**src/rtl/rvc_asap_5pl_vga_mem_arb.sv**
```systemverilog
// Single-port arbiter for the VGA frame memory inside the 5pl memory wrap.
// The VGA raster fetch has default priority. A starvation FSM forces a core
// grant after MAX_WAIT consecutive denied core cycles. Read data returns one
// cycle after the grant and is steered to the requester that owned the read.
module rvc_asap_5pl_vga_mem_arb #(
  parameter int ADDR_W   = 16,
  parameter int MAX_WAIT = 4,
  parameter int CNT_W    = 16
) (
  input  logic              Clock,
  input  logic              RstN,
  // core data path
  input  logic              CoreReq,
  input  logic              CoreWr,
  input  logic [ADDR_W-1:0] CoreAddr,
  input  logic [31:0]       CoreWrData,
  input  logic [3:0]        CoreByteEn,
  output logic              CoreGnt,
  output logic              CoreRdValid,
  output logic [31:0]       CoreRdData,
  // VGA raster fetch (read-only)
  input  logic              VgaReq,
  input  logic [ADDR_W-1:0] VgaAddr,
  output logic              VgaGnt,
  output logic              VgaRdValid,
  output logic [31:0]       VgaRdData,
  // shared synchronous memory port
  output logic              MemEn,
  output logic              MemWr,
  output logic [ADDR_W-1:0] MemAddr,
  output logic [31:0]       MemWrData,
  output logic [3:0]        MemByteEn,
  input  logic [31:0]       MemRdData,
  // statistics
  input  logic              ClrStat,
  output logic [CNT_W-1:0]  StallCnt
);

  typedef enum logic {PRI_VGA, PRI_CORE} pri_e;
  typedef enum logic [1:0] {OWN_NONE, OWN_CORE, OWN_VGA} owner_e;

  localparam logic [3:0] WAIT_LAST = 4'(MAX_WAIT - 1);

  pri_e             state_q, state_d;
  logic [3:0]       wait_q, wait_d;
  owner_e           owner_q, owner_d;
  logic [CNT_W-1:0] stall_q, stall_d;
  logic             core_denied;

  // Combinational grant: the priority state decides who wins a collision.
  always_comb begin
    // NOTE: every signal gets a default before any branch so no latch is inferred.
    CoreGnt = 1'b0;
    VgaGnt  = 1'b0;
    if (state_q == PRI_CORE) begin
      CoreGnt = CoreReq;
      VgaGnt  = VgaReq & ~CoreReq;
    end else begin
      VgaGnt  = VgaReq;
      CoreGnt = CoreReq & ~VgaReq;
    end
  end

  assign core_denied = CoreReq & ~CoreGnt;

  // Next-state logic for the starvation FSM, wait counter, read owner and stats.
  always_comb begin
    state_d = state_q;
    wait_d  = core_denied ? wait_q + 4'd1 : 4'd0;
    owner_d = OWN_NONE;
    stall_d = stall_q;

    case (state_q)
      PRI_VGA:  if (core_denied && wait_q == WAIT_LAST) state_d = PRI_CORE;
      PRI_CORE: if (CoreGnt || !CoreReq) state_d = PRI_VGA;
      default:  state_d = PRI_VGA;
    endcase

    // Only reads produce a return beat; VGA fetches are always reads.
    if (VgaGnt) owner_d = OWN_VGA;
    else if (CoreGnt && !CoreWr) owner_d = OWN_CORE;

    // Clear wins over increment; the counter holds at all-ones.
    if (ClrStat) stall_d = '0;
    else if (core_denied && stall_q != '1) stall_d = stall_q + 1'b1;
  end

  // State registers; reset drops any read return still in flight.
  always_ff @(posedge Clock or negedge RstN) begin
    if (!RstN) begin
      state_q <= PRI_VGA;
      wait_q  <= 4'd0;
      owner_q <= OWN_NONE;
      stall_q <= '0;
    end else begin
      // NOTE: non-blocking assignments keep every register sampling pre-edge values.
      state_q <= state_d;
      wait_q  <= wait_d;
      owner_q <= owner_d;
      stall_q <= stall_d;
    end
  end

  // Memory port follows whichever requester holds the grant this cycle.
  always_comb begin
    MemEn     = CoreGnt | VgaGnt;
    MemWr     = 1'b0;
    MemAddr   = CoreAddr;
    MemWrData = CoreWrData;
    MemByteEn = CoreByteEn;
    if (VgaGnt) begin
      MemAddr   = VgaAddr;
      MemByteEn = 4'hF;
    end else if (CoreGnt) begin
      MemWr = CoreWr;
    end
  end

  // Read data is shared; only the owner of last cycle's read sees valid.
  assign CoreRdValid = (owner_q == OWN_CORE);
  assign VgaRdValid  = (owner_q == OWN_VGA);
  assign CoreRdData  = MemRdData;
  assign VgaRdData   = MemRdData;
  assign StallCnt    = stall_q;

endmodule

```
**config.mk**
```make
export PLATFORM = sky130hd
export DESIGN_NAME = rvc_asap_5pl_vga_mem_arb
export DESIGN_NICKNAME = d
export VERILOG_FILES = /design/src/rtl/rvc_asap_5pl_vga_mem_arb.sv
export SDC_FILE = /design/constraint.sdc
export NUM_CORES = 1
export LEC_CHECK = 0
export CORE_ASPECT_RATIO = 0.6
export CORE_MARGIN = 4
export CORE_UTILIZATION = 30
export CTS_CLUSTER_SIZE = 25
export DETAILED_ROUTE_END_ITERATION = 12
export PLACE_DENSITY = 0.87
export SLEW_MARGIN = 40
export SYNTH_ARGS = -nofsm -noshare
export SYNTH_HDL_FRONTEND = slang
export SYNTH_SLANG_ARGS = --single-unit
export TNS_END_PERCENT = 5
```
**constraint.sdc**
```tcl
create_clock -name Clock -period 4.55 [get_ports Clock]
set_clock_uncertainty 0.15 [all_clocks]
set_input_delay 0.91 -clock Clock [delete_from_list [all_inputs] [get_ports Clock]]
set_output_delay 0.91 -clock Clock [all_outputs]
set_load 0.01 [all_outputs]
```
==> reports/qor.yml <==
status:
  status: "finished, final reports clean"
synthesis:
  postSynthSeqShare: 0.2685
  syn-num-nets: 347
  ys_warn_count: 0
  yosys_area_um2: 2143
  ys_top_logic_family: "buffers and inverters"
  netlist.area_leader.share: 0.3363
  synthAoiAreaFrac: 0.08873
  ys_sh_mux: 0.09924
  edf_count: 0
  common_cells: "96 x buf_4, 23 x dfrtp_1, 18 x mux2_2"
  yosysTopAreaCell: "buf_4"
grt:
  use_met2: 0.1468
  grt_max_degree: 24
  grt-ovfl-total: 0
  top_usage_layer: "met1"
final_layout:
  seqCellArea_um2: 575.6
  layout-drive-gt1-share: 0.1579
  comb-cell-share: 0.3429
  combGateArea_um2: 840.8
  buffers: 85
  nNonClkInverters: 2
  area_growth_pct: 14.42
  fillerInstances: 683
  buffer_area_frac: 0.3429
  flop-count: 23
power_and_ir_drop:
  power_top_consumer: "sequential cells"
  intPower_w: 0.0004002
  pwr-share-comb: 0.221
placed_design:
  place.gp.congestion: 0.7456
clocking:
  cts_resized: 0
  htreeDepth: 1
  clock_sinks: 23
  clk_pin_slew_worst_paths_ps: 60
floorplan:
  core_area_um2: 6792
  fp-row-count: 23
  chip_area_um2: 8605
  tap_cells: 87
min_path:
  hp-class: "reg2reg"
worst_setup_path:
  crit_fanout: 22
  r2r_end: "StallCnt[10]$_DFFE_PN0P_"
  critical_path_class: "in2out"
  regToRegSetupSlack_ps: 2370
  cp_top_family: "buffers and inverters"
  crit_buf_inv: 3
  crit_cells: 5
  start_kind: "input port"
routing:
  num_vias: 1558
  drc: 0
  drt_iter0_markers: 115
  highest_layer: "met4"
  drt-met1-wl_mm: 2.325
  route.met2.wl_mm: 2.346
timing:
  rsz0062_at_grt: "no"
  finalSetupViolCount: 0
  hold_viol: 0
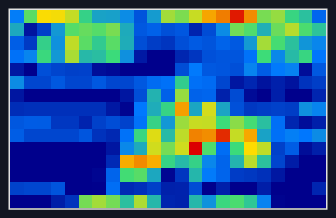
(wire density map)
23 x 15 tiles, from dark blue (low) to red (high), scaled to the fullest tile. Values are wire area over tile area, all layers added.
fullest tile: 0.42
tiles over half the peak: 18%
nearly empty tiles: 18%
emptiest ninth of the die: bottom left

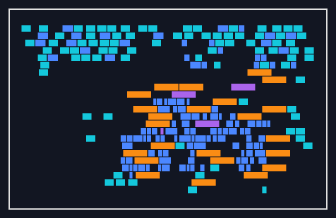
(placed cells, one colour a class)
[orange] flip-flops | cells: 23 | share of their area: 25%
[blue] all other logic | cells: 116 | share of their area: 36%
[cyan] other buffers and delay cells | cells: 85 | share of their area: 36%
[purple] clock drivers and dummy loads | cells: 4 | share of their area: 3.4%

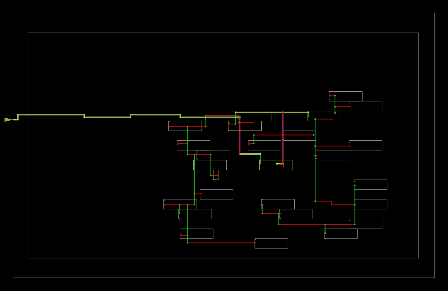
(clock nets)
CTS Buf Count: 3
clk_lat worst skew: 260 ps
Power Clock: 0.000190 W

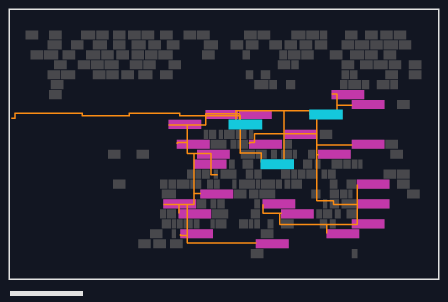
(routed clock nets over the placement)
Scale bar: 20 µm.
[orange] clock wires | length: 367 µm
[cyan] cells driving clock nets | count: 3
[magenta] flip-flops | count: 23
routed clock nets: 4

Power figures rest on the tool's default switching activity, not on a simulated workload.
